### Routed clock nets over the placement

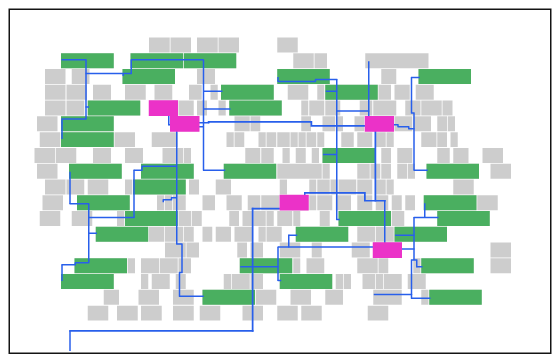
### Placement view

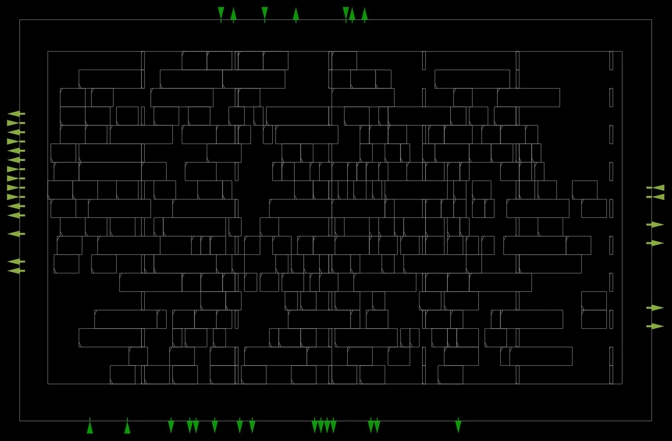
### Cell sizes after repair

The bar under the picture is 20 um long.
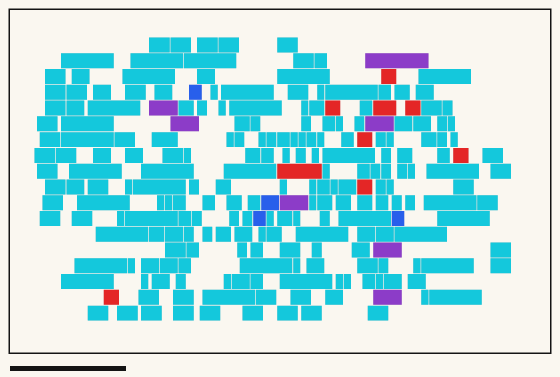
### Where the registers sit

Other sequential cells in the stronger grey, the rest of the logic in the fainter grey.
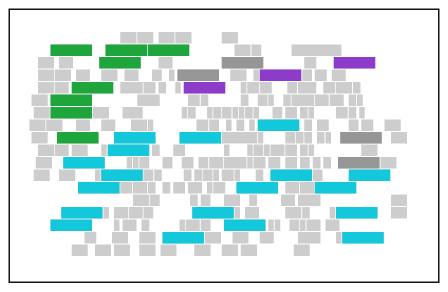
### Wire density map

The bar under the picture is 20 um long. 19 x 12 tiles, from dark purple (low) to yellow (high), scaled to the fullest tile. Values are wire area over tile area, all layers added.
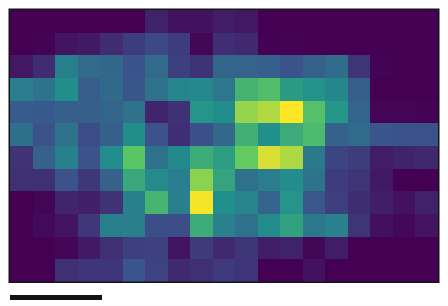
**config.mk**
```make
export PLATFORM = sky130hd
export DESIGN_NAME = frame_uart_sender
export DESIGN_NICKNAME = d
export VERILOG_FILES = /design/src/rtl/frame_uart_sender.sv
export SDC_FILE = /design/constraint.sdc
export NUM_CORES = 1
export LEC_CHECK = 0
export CELL_PAD_IN_SITES_DETAIL_PLACEMENT = 0
export CELL_PAD_IN_SITES_GLOBAL_PLACEMENT = 1
export CORE_ASPECT_RATIO = 0.6
export CORE_MARGIN = 4
export CORE_UTILIZATION = 40
export CTS_CLUSTER_DIAMETER = 60
export DETAILED_ROUTE_END_ITERATION = 8
export PLACE_DENSITY = 0.94
export SKIP_LAST_GASP = 1
export SYNTH_ARGS = -nofsm -noshare
export SYNTH_HDL_FRONTEND = slang
export SYNTH_SLANG_ARGS = --single-unit
```
**constraint.sdc**
```tcl
create_clock -name uart_clk -period 2.9 [get_ports uart_clk]
set_clock_uncertainty 0.1 [all_clocks]
set_input_delay 0.725 -clock uart_clk [delete_from_list [all_inputs] [get_ports uart_clk]]
set_output_delay 0.725 -clock uart_clk [all_outputs]
set_load 0.05 [all_outputs]
```
**src/rtl/frame_uart_sender.sv**
```systemverilog
// frame_uart_sender: streams one stored image over a byte-wide UART
// transmitter as a single packet (sync byte, then pixels in raster order).
// Reads a synchronous pixel memory with one cycle of read latency.
//
// Byte handshake: a byte moves on every uart_clk edge where
// tx_valid && tx_ready; once tx_valid rises, tx_valid and tx_data hold
// until that transfer, and tx_ready may be high before tx_valid.
module frame_uart_sender #(
  parameter int         WIDTH     = 534,
  parameter int         HEIGHT    = 400,
  parameter logic [7:0] SYNC_BYTE = 8'hAA,
  localparam int        MEM_DEPTH = WIDTH * HEIGHT,
  localparam int        AW        = (MEM_DEPTH > 1) ? $clog2(MEM_DEPTH) : 1
) (
  input  logic          uart_clk,
  input  logic          rst_n,
  input  logic          start,
  input  logic          abort,
  output logic [AW-1:0] rd_addr,
  output logic          rd_en,
  input  logic [7:0]    rd_data,
  output logic [7:0]    tx_data,
  output logic          tx_valid,
  input  logic          tx_ready,
  output logic          busy,
  output logic          done
);

  localparam logic [AW-1:0] LAST_ADDR = AW'(MEM_DEPTH - 1);

  typedef enum logic [2:0] {
    IDLE = 3'd0,
    SYNC = 3'd1,
    READ = 3'd2,
    CAPT = 3'd3,
    SEND = 3'd4,
    DONE = 3'd5
  } state_t;

  // Current state is kept as a named signal so it can be probed directly.
  state_t        state;
  state_t        state_nx;
  logic [AW-1:0] rd_addr_nx;
  logic          rd_en_nx;
  logic [7:0]    tx_data_nx;
  logic          tx_valid_nx;
  logic          busy_nx;
  logic          done_nx;
  logic          xfer;

  assign xfer = tx_valid & tx_ready;

  // State and all outputs are registered together.
  always_ff @(posedge uart_clk or negedge rst_n) begin
    if (!rst_n) begin
      state    <= IDLE;
      rd_addr  <= '0;
      rd_en    <= 1'b0;
      tx_data  <= 8'h00;
      tx_valid <= 1'b0;
      busy     <= 1'b0;
      done     <= 1'b0;
    end else begin
      state    <= state_nx;
      rd_addr  <= rd_addr_nx;
      rd_en    <= rd_en_nx;
      tx_data  <= tx_data_nx;
      tx_valid <= tx_valid_nx;
      busy     <= busy_nx;
      done     <= done_nx;
    end
  end

  // Next-state and next-output logic; abort overrides everything outside IDLE.
  always_comb begin
    state_nx    = state;
    rd_addr_nx  = rd_addr;
    rd_en_nx    = rd_en;
    tx_data_nx  = tx_data;
    tx_valid_nx = tx_valid;
    busy_nx     = busy;
    done_nx     = done;

    case (state)
      IDLE: begin
        // abort together with start keeps the block idle
        if (start && !abort) begin
          tx_data_nx  = SYNC_BYTE;
          tx_valid_nx = 1'b1;
          rd_addr_nx  = '0;
          busy_nx     = 1'b1;
          state_nx    = SYNC;
        end
      end
      SYNC: begin
        if (xfer) begin
          tx_valid_nx = 1'b0;
          rd_en_nx    = 1'b1;
          state_nx    = READ;
        end
      end
      READ: begin
        // read strobe lasts exactly one cycle; data arrives in CAPT
        rd_en_nx = 1'b0;
        state_nx = CAPT;
      end
      CAPT: begin
        tx_data_nx  = rd_data;
        tx_valid_nx = 1'b1;
        state_nx    = SEND;
      end
      SEND: begin
        if (xfer) begin
          tx_valid_nx = 1'b0;
          if (rd_addr == LAST_ADDR) begin
            done_nx  = 1'b1;
            busy_nx  = 1'b0;
            state_nx = DONE;
          end else begin
            rd_addr_nx = rd_addr + 1'b1;
            rd_en_nx   = 1'b1;
            state_nx   = READ;
          end
        end
      end
      DONE: begin
        done_nx  = 1'b0;
        state_nx = IDLE;
      end
      default: begin
        state_nx = IDLE;
      end
    endcase

    // Cancel: a byte handshaken this same cycle has already gone out.
    if (abort && (state != IDLE)) begin
      state_nx    = IDLE;
      tx_valid_nx = 1'b0;
      rd_en_nx    = 1'b0;
      busy_nx     = 1'b0;
      done_nx     = 1'b0;
    end
  end

endmodule

```
==> reports/qor.yml <==
status: "finished, final reports clean"
place_hpwl_mm: 3.30
logic_area_um2: 872
antenna_found_initial: 0
clk_pin_slew_ns: 0.07
path_delay_family: "buffers and inverters"
area.growth.synth_to_final_pct: 36.3
crit-reg2reg-launch: "state[1]$_DFFE_PN0P_"
grt_pass1_vias: 1554
drtPass1Iterations: 4
synth_stat.cells: 181
yosys_area_um2: 1740
cts.sinks: 33
critical_path.endpoint_type: "primary output"
cts-resized-gates: 0
final_nets: 244
core_um2: 4140
vias: 1563
p_leak_nw: 1.01
postSynth.asyncResetShare_pct: 100
ir_worst_vdd_v: 0.000418
ios: 43
synth_top_flop_cell: "dfrtp_1"
fp-utilization_pct: 42.0
synth_area_per_cell_um2: 9.61
cts_setup_buffers: 0
setup_viol: 0
slowest_delay_ns: 0.85
grt_max_degree: 34
worst-endpoint-required_ns: 2.08
cts_inserted_buffers: 5
grt_pass1_wl_mm: 7.80
worst-path-max-fanout: 8
gr-usage-all-layers_pct: 18.2
cts_hold_buf: 0
timing.critical_path.from_type: "flop"
hold_ws_ns: 0.390
fp_nets: 195
die_h_um: 59.1
edf_count: 0
synth_warnings: 0
fmax_mhz: 411
drc: 0
diodes: 0
htree_levels: 2
## Picture notes: 'Routed clock nets over the placement'
legend:
  flip-flops:
    colour: green
    count: 33
  clock wires:
    colour: blue
    length: 478 um
  clock drivers:
    colour: magenta
    count: 5
routed clock nets: 6

## Picture notes: 'Placement view'
Filler cells: 380
Well Taps: 60

## Picture notes: 'Cell sizes after repair'
legend:
  _0 and _1 cells:
    colour: cyan
    cells: 211
  _6 and larger:
    colour: purple
    cells: 7
  _3 and _4 cells:
    colour: red
    cells: 9
  _2 cells:
    colour: blue
    cells: 4

## Picture notes: 'Where the registers sit'
legend:
  `tx_data`:
    colour: green
    sequential_cells: 8
    where: upper left
  `state`:
    colour: purple
    sequential_cells: 3
  `rd_addr`:
    colour: cyan
    sequential_cells: 18
not coloured: 4

## Picture notes: 'Wire density map'
tiles over half the peak: 12%
mean over tiles: 0.13
densest ninth of the die: centre
nearly empty tiles: 25%

[synth_stat cells (all sizes together), types with 4 or more instances]
cell	count	area [um^2]
o21ai	8	43.8
xor2	9	78.8
nor2	19	73.8
clkbuf	6	22.5
o22a	4	35.0
and3	6	37.5
a21oi	9	45.0
a22o	4	35.0
nand2	18	67.6
dfrtp	33	826
nand3	11	55.1
[flip-flops by register name (all words and copies together), names as in the netlist]
| register | cells |
|---|---|
| busy | 1 |
| done | 1 |
| rd_addr | 18 |
| rd_en | 1 |
| state | 3 |
| tx_data | 8 |
| tx_valid | 1 |
[final cells by class]
cell class,instances,share of cell area (%)
Clock inverter,1,1.27
Timing Repair Buffer,49,20.0
Tap cell,60,3.17
Clock buffer,7,3.64
Sequential cell,33,34.8
Inverter,2,0.317
Multi-Input combinational cell,139,36.8
[report_power, final]
group	total, W	switching, W	internal [W]
logic	0.000384	0.000245	0.000139
clock network	0.000452	0.000172	0.000280
registers	0.000532	0.0000310	0.000501
total	0.00137	0.000448	0.000920
[cell usage in the layout, fill, tap and decap left out, types with 4 or more instances in the layout]
cell type / n
o21ai_0: 7
and3_1: 6
nand3_1: 11
a21oi_1: 9
nor2_1: 18
a22o_1: 4
xor2_1: 9
buf_4: 7
clkbuf_8: 6
o22a_1: 4
nand2_1: 18
dfrtp_1: 33
clkdlybuf4s50_1: 42
[worst max path at each step]
stage                      startpoint                endpoint  slack [ns]  depth (start not counted)
3_3_place_gp                 tx_ready  rd_addr[7]$_DFFE_PN0P_        0.43                          6
2_1_floorplan  rd_addr[0]$_DFFE_PN0P_        busy$_DFFE_PN0P_        0.92                          6
5_1_grt        rd_addr[4]$_DFFE_PN0P_              rd_addr[4]        0.42                          1
3_5_place_dp                 tx_ready  rd_addr[7]$_DFFE_PN0P_        0.38                          6
6_report       rd_addr[4]$_DFFE_PN0P_              rd_addr[4]        0.47                          1
4_1_cts        rd_addr[4]$_DFFE_PN0P_              rd_addr[4]        0.46                          1
[per-layer routing]
layer  up-vias  global-route usage [%]  part of all wire (%)
met1       750                    27.5                    51
met5         -                       0                     0
li1        757                       -                     -
met4         0                    5.01                  0.76
met3         4                    6.35                   7.3
met2        52                    24.5                    41
[through the flow]
step / total power (W) / utilization (%) / instances / worst slack [ns] / cell area, um^2
4_1_cts: 0.00138 / 57.2 / 291 / 0.459 / 2370
5_1_grt: 0.00143 / 57.2 / 291 / 0.424 / 2370
3_5_place_dp: 0.000924 / 54.4 / 283 / 0.383 / 2250
3_3_place_gp: 0.000920 / 54.4 / 283 / 0.433 / 2250
6_report: 0.00137 / 57.2 / 291 / 0.469 / 2370
2_1_floorplan: 0.000777 / - / 181 / 0.917 / 1740
[logic make-up (layout without fill, tap and decap cells)]
| family | count (synthesis) | after routing | share of synthesized area (%) |
|---|---|---|---|
| XOR/XNOR | 11 | 11 | 5.54 |
| flip-flops | 33 | 33 | 47.5 |
| adder cells (fa/ha/maj) | 1 | 1 | 0.719 |
| multiplexers | 3 | 3 | 1.73 |
| buffers and inverters | 9 | 59 | 2.37 |
| AND/OR/NAND/NOR | 84 | 84 | 26.6 |
| AND-OR/OR-AND | 40 | 40 | 15.5 |
Power figures rest on the tool's default switching activity, not on a simulated workload.
